### config.mk
export PLATFORM = sky130hd
export DESIGN_NAME = signal_decimator
export DESIGN_NICKNAME = d
export VERILOG_FILES = /design/src/rtl/signal_decimator.sv
export SDC_FILE = /design/constraint.sdc
export NUM_CORES = 1
export LEC_CHECK = 0
export CAP_MARGIN = 20
export CELL_PAD_IN_SITES_DETAIL_PLACEMENT = 0
export CELL_PAD_IN_SITES_GLOBAL_PLACEMENT = 1
export CORE_MARGIN = 1.5
export CORE_UTILIZATION = 41
export CTS_BUF_LIST = sky130_fd_sc_hd__clkbuf_4 sky130_fd_sc_hd__clkbuf_8 sky130_fd_sc_hd__clkbuf_16
export CTS_CLUSTER_SIZE = 40
export DETAILED_ROUTE_END_ITERATION = 8
export HOLD_SLACK_MARGIN = 0.05
export PLACE_DENSITY_LB_ADDON = 0.12
export SYNTH_ARGS = -nofsm -noshare
export SYNTH_HDL_FRONTEND = slang
export SYNTH_SLANG_ARGS = --single-unit
### constraint.sdc
create_clock -name SYS_aclk -period 4.8 [get_ports SYS_aclk]
set_clock_uncertainty 0.15 [all_clocks]
set_input_delay 1.44 -clock SYS_aclk [delete_from_list [all_inputs] [get_ports SYS_aclk]]
set_output_delay 1.44 -clock SYS_aclk [all_outputs]
set_load 0.005 [all_outputs]
### src/rtl/signal_decimator.sv
// signal_decimator: boxcar-average each block of 2^k valid samples, one strobe per block.
module signal_decimator #(
  parameter int DATA_WIDTH     = 16,
  parameter int MAX_LOG_FACTOR = 10
) (
  input  logic                         SYS_aclk,
  input  logic                         SYS_aresetn,
  input  logic [3:0]                   log_factor,
  input  logic                         clear,
  input  logic signed [DATA_WIDTH-1:0] in_data,
  input  logic                         in_valid,
  output logic signed [DATA_WIDTH-1:0] out_data,
  output logic                         out_valid
);
  localparam int AW = DATA_WIDTH + MAX_LOG_FACTOR;
  localparam int CW = MAX_LOG_FACTOR + 1;
  logic signed [AW-1:0] acc, sum;
  logic [MAX_LOG_FACTOR-1:0] count;
  logic [3:0] k_active, k_req, k_eff;
  logic [CW-1:0] blk_len;
  logic last;
  // at a block boundary the freshly requested factor governs the accepted sample
  always_comb begin
    k_req   = (log_factor > 4'(MAX_LOG_FACTOR)) ? 4'(MAX_LOG_FACTOR) : log_factor;
    k_eff   = (count == '0) ? k_req : k_active;
    blk_len = CW'(1) << k_eff;
    last    = {1'b0, count} == blk_len - CW'(1);
    sum     = acc + AW'(in_data);
  end
  always_ff @(posedge SYS_aclk or negedge SYS_aresetn) begin
    if (!SYS_aresetn) begin
      acc       <= '0;
      count     <= '0;
      k_active  <= '0;
      out_data  <= '0;
      out_valid <= 1'b0;
    end else begin
      out_valid <= 1'b0;
      if (clear) begin
        acc      <= '0;
        count    <= '0;
        k_active <= k_req;
      end else if (in_valid && last) begin
        out_data  <= DATA_WIDTH'(sum >>> k_eff);
        out_valid <= 1'b1;
        acc       <= '0;
        count     <= '0;
        k_active  <= k_req;
      end else if (in_valid) begin
        acc      <= sum;
        count    <= count + 1'b1;
        k_active <= k_eff;
      end else if (count == '0) begin
        k_active <= k_req;
      end
    end
  end
endmodule

==> ci_impl_report.md, run 1 <==
### Yosys + OpenROAD results

| Metric | Value |
|---|---|
| Clock transition at the registers of the reported paths | `~0.06 ns` |
| Dominant logic cell types in the final layout | `192 x sky130_fd_sc_hd__buf_4, 98 x sky130_fd_sc_hd__nand2_1, 60 x sky130_fd_sc_hd__nor2_1` |
| # placed instances | `around 1100` |
| Worst setup path startpoint | `log_factor[1]` |
| Setup repair after global routing missed its margin | `no` |
| Drt first-iter violations | `560` |
| Port buffer count | `40` |
| Flip-flops with a built-in enable | `0` |
| Floorplan net count | `around 810` |
| Status | `completed` |
| Dpl hpwl | `17200 µm` |
| 1st-pass router iterations | `7` |
| Post-synth regs | `57` |
| Number of maximum-capacitance violations | `0` |
| Vias in the first global route | `6592` |
| Number of flip-flops under the largest register name | `26` |
| Vias per Instance | `slightly above 6` |
| Critical path startpoint category | `input port` |
| Critical path fanouts, max | `6` |
| Final worst slack | `around 0.087 ns` |
| Transition at the pin with the smallest max-transition slack | `0.901 ns` |
| Launch instance of the worst register-to-register path | `count[0]$_DFFE_PN0P_` |
| DR DRC count | `0` |
| Slowest Stage Delay on Critical Path | `0.55 ns` |
| Number of buffers inserted to repair setup after CTS | `0` |
| Wire length of the first global-routing pass | `34400 µm` |
| Worst R2R End | `out_data[6]$_DFFE_PN0P_` |
| Core region area | `roughly 14000 µm²` |
| Hold Startpoint | `out_data[2]$_DFFE_PN0P_` |
| Synth top cells by count | `99 x sky130_fd_sc_hd__nand2_1, 63 x sky130_fd_sc_hd__nor2_1, 57 x sky130_fd_sc_hd__dfrtp_1` |
| Deepest level of the CTS H-tree | `3` |
| Clock group share of total power | `0.172` |
| Leading cell category by total area | `combinational gates` |
| Portion of total power attributed to combinational logic | `0.688` |
| Post-layout util | `0.590` |
| Area used by sequential logic in the layout | `1430 µm²` |
| Global-route track usage on met3 | `0.0562` |
| Worst IR Drop VDD | `~0.00034 V` |
| Synthesized-area fraction occupied by ao, oa, aoi and oai cells | `0.317` |
| Parity-gate share of the synthesized area counting xor and xnor cells | `0.0448` |
| Global routing met2 resource utilization | `0.470` |
| Sequential element share of the synthesized area | `0.243` |
### M1 wires, run 1

Scale bar: 20 µm.
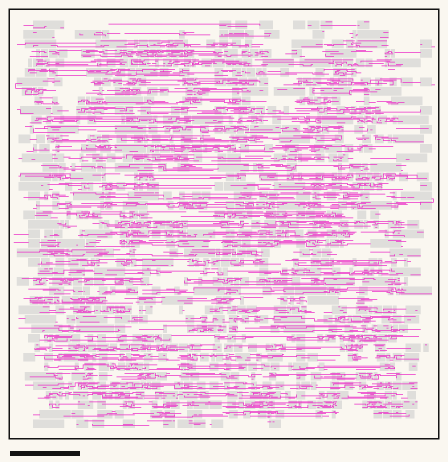
- nets with wire on the layer: 936
- share of all routed wire: 46%
- longest straight run: 45.5 µm
- wire length on this layer: 9960 µm

### Signal wires on met2, run 1

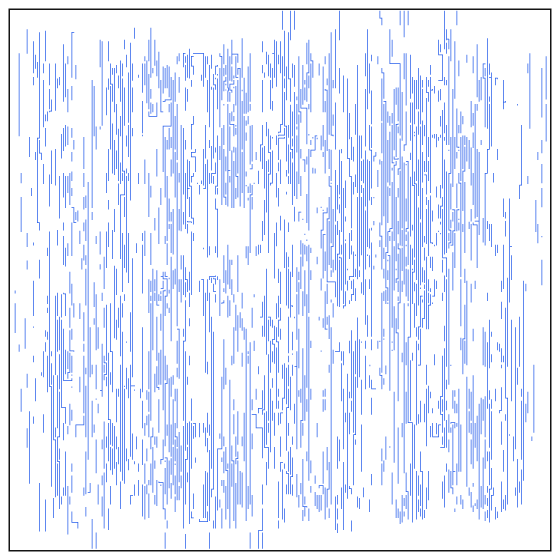
- wire length on this layer: 9880 µm
- share of all routed wire: 45%
- longest straight run: 62.9 µm
- nets with wire on the layer: 878
- main direction: vertical

### The metal 3 layer, run 1

Scale bar: 20 µm.
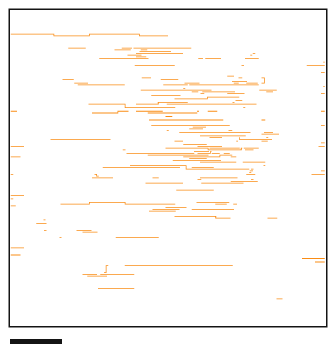
- main direction: horizontal
- nets with wire on the layer: 111
- wire length on this layer: 1380 µm
- longest straight run: 41.6 µm
- share of all routed wire: 6.4%

### M4 wires, run 1

Scale bar: 20 µm.
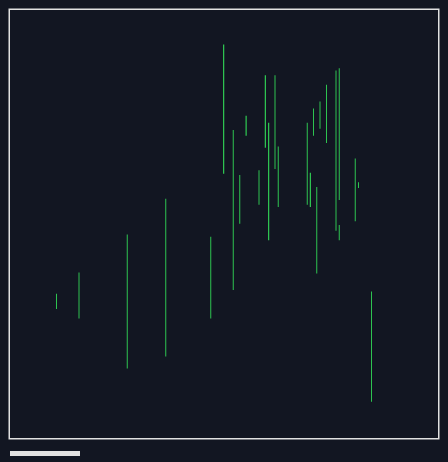
- share of all routed wire: 2.6%
- longest straight run: 45.6 µm
- main direction: vertical

==> inputs of run 2 (changes only) <==
CTS_CLUSTER_DIAMETER = 60   (was unset)
### M4 wires, run 2

Scale bar: 20 µm.
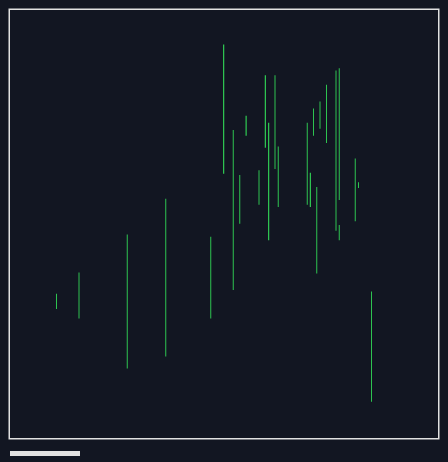
- wire length on this layer: 557 µm
- main direction: vertical
- nets with wire on the layer: 24

==> ci_impl_report.md, run 2 <==
### Yosys + OpenROAD results

| Metric | Value |
|---|---|
| Drt first-iter violations | `560 (unchanged)` |
| Transition at the pin with the smallest max-transition slack | `0.901 ns (unchanged)` |
| Status | `completed` |
| Setup repair after global routing missed its margin | `no` |
| Floorplan net count | `805 (unchanged)` |
| Hold Startpoint | `out_data[2]$_DFFE_PN0P_` |
| Worst R2R End | `out_data[6]$_DFFE_PN0P_` |
| Leading cell category by total area | `combinational gates` |
| Post-synth regs | `57 (unchanged)` |
| 1st-pass router iterations | `7 (unchanged)` |
| Number of buffers inserted to repair setup after CTS | `0 (unchanged)` |
| # placed instances | `1114 (unchanged)` |
| Sequential element share of the synthesized area | `0.243 (unchanged)` |
| Core region area | `13900 µm² (unchanged)` |
| Synthesized-area fraction occupied by ao, oa, aoi and oai cells | `0.317 (unchanged)` |
| Clock group share of total power | `0.172 (about the same)` |
| Portion of total power attributed to combinational logic | `0.688 (about the same)` |
| Post-layout util | `0.590 (unchanged)` |
| Wire length of the first global-routing pass | `34400 µm (unchanged)` |
| Synth top cells by count | `99 x sky130_fd_sc_hd__nand2_1, 63 x sky130_fd_sc_hd__nor2_1, 57 x sky130_fd_sc_hd__dfrtp_1` |
| Number of maximum-capacitance violations | `0 (unchanged)` |
| Vias per Instance | `6.05 (unchanged)` |
| Clock transition at the registers of the reported paths | `0.06 ns (about the same)` |
| Worst IR Drop VDD | `0.000341 V (unchanged)` |
| Number of flip-flops under the largest register name | `26 (unchanged)` |
| Deepest level of the CTS H-tree | `3 (unchanged)` |
| DR DRC count | `0 (unchanged)` |
| Critical path fanouts, max | `6 (unchanged)` |
Power and IR drop assume default switching activity.
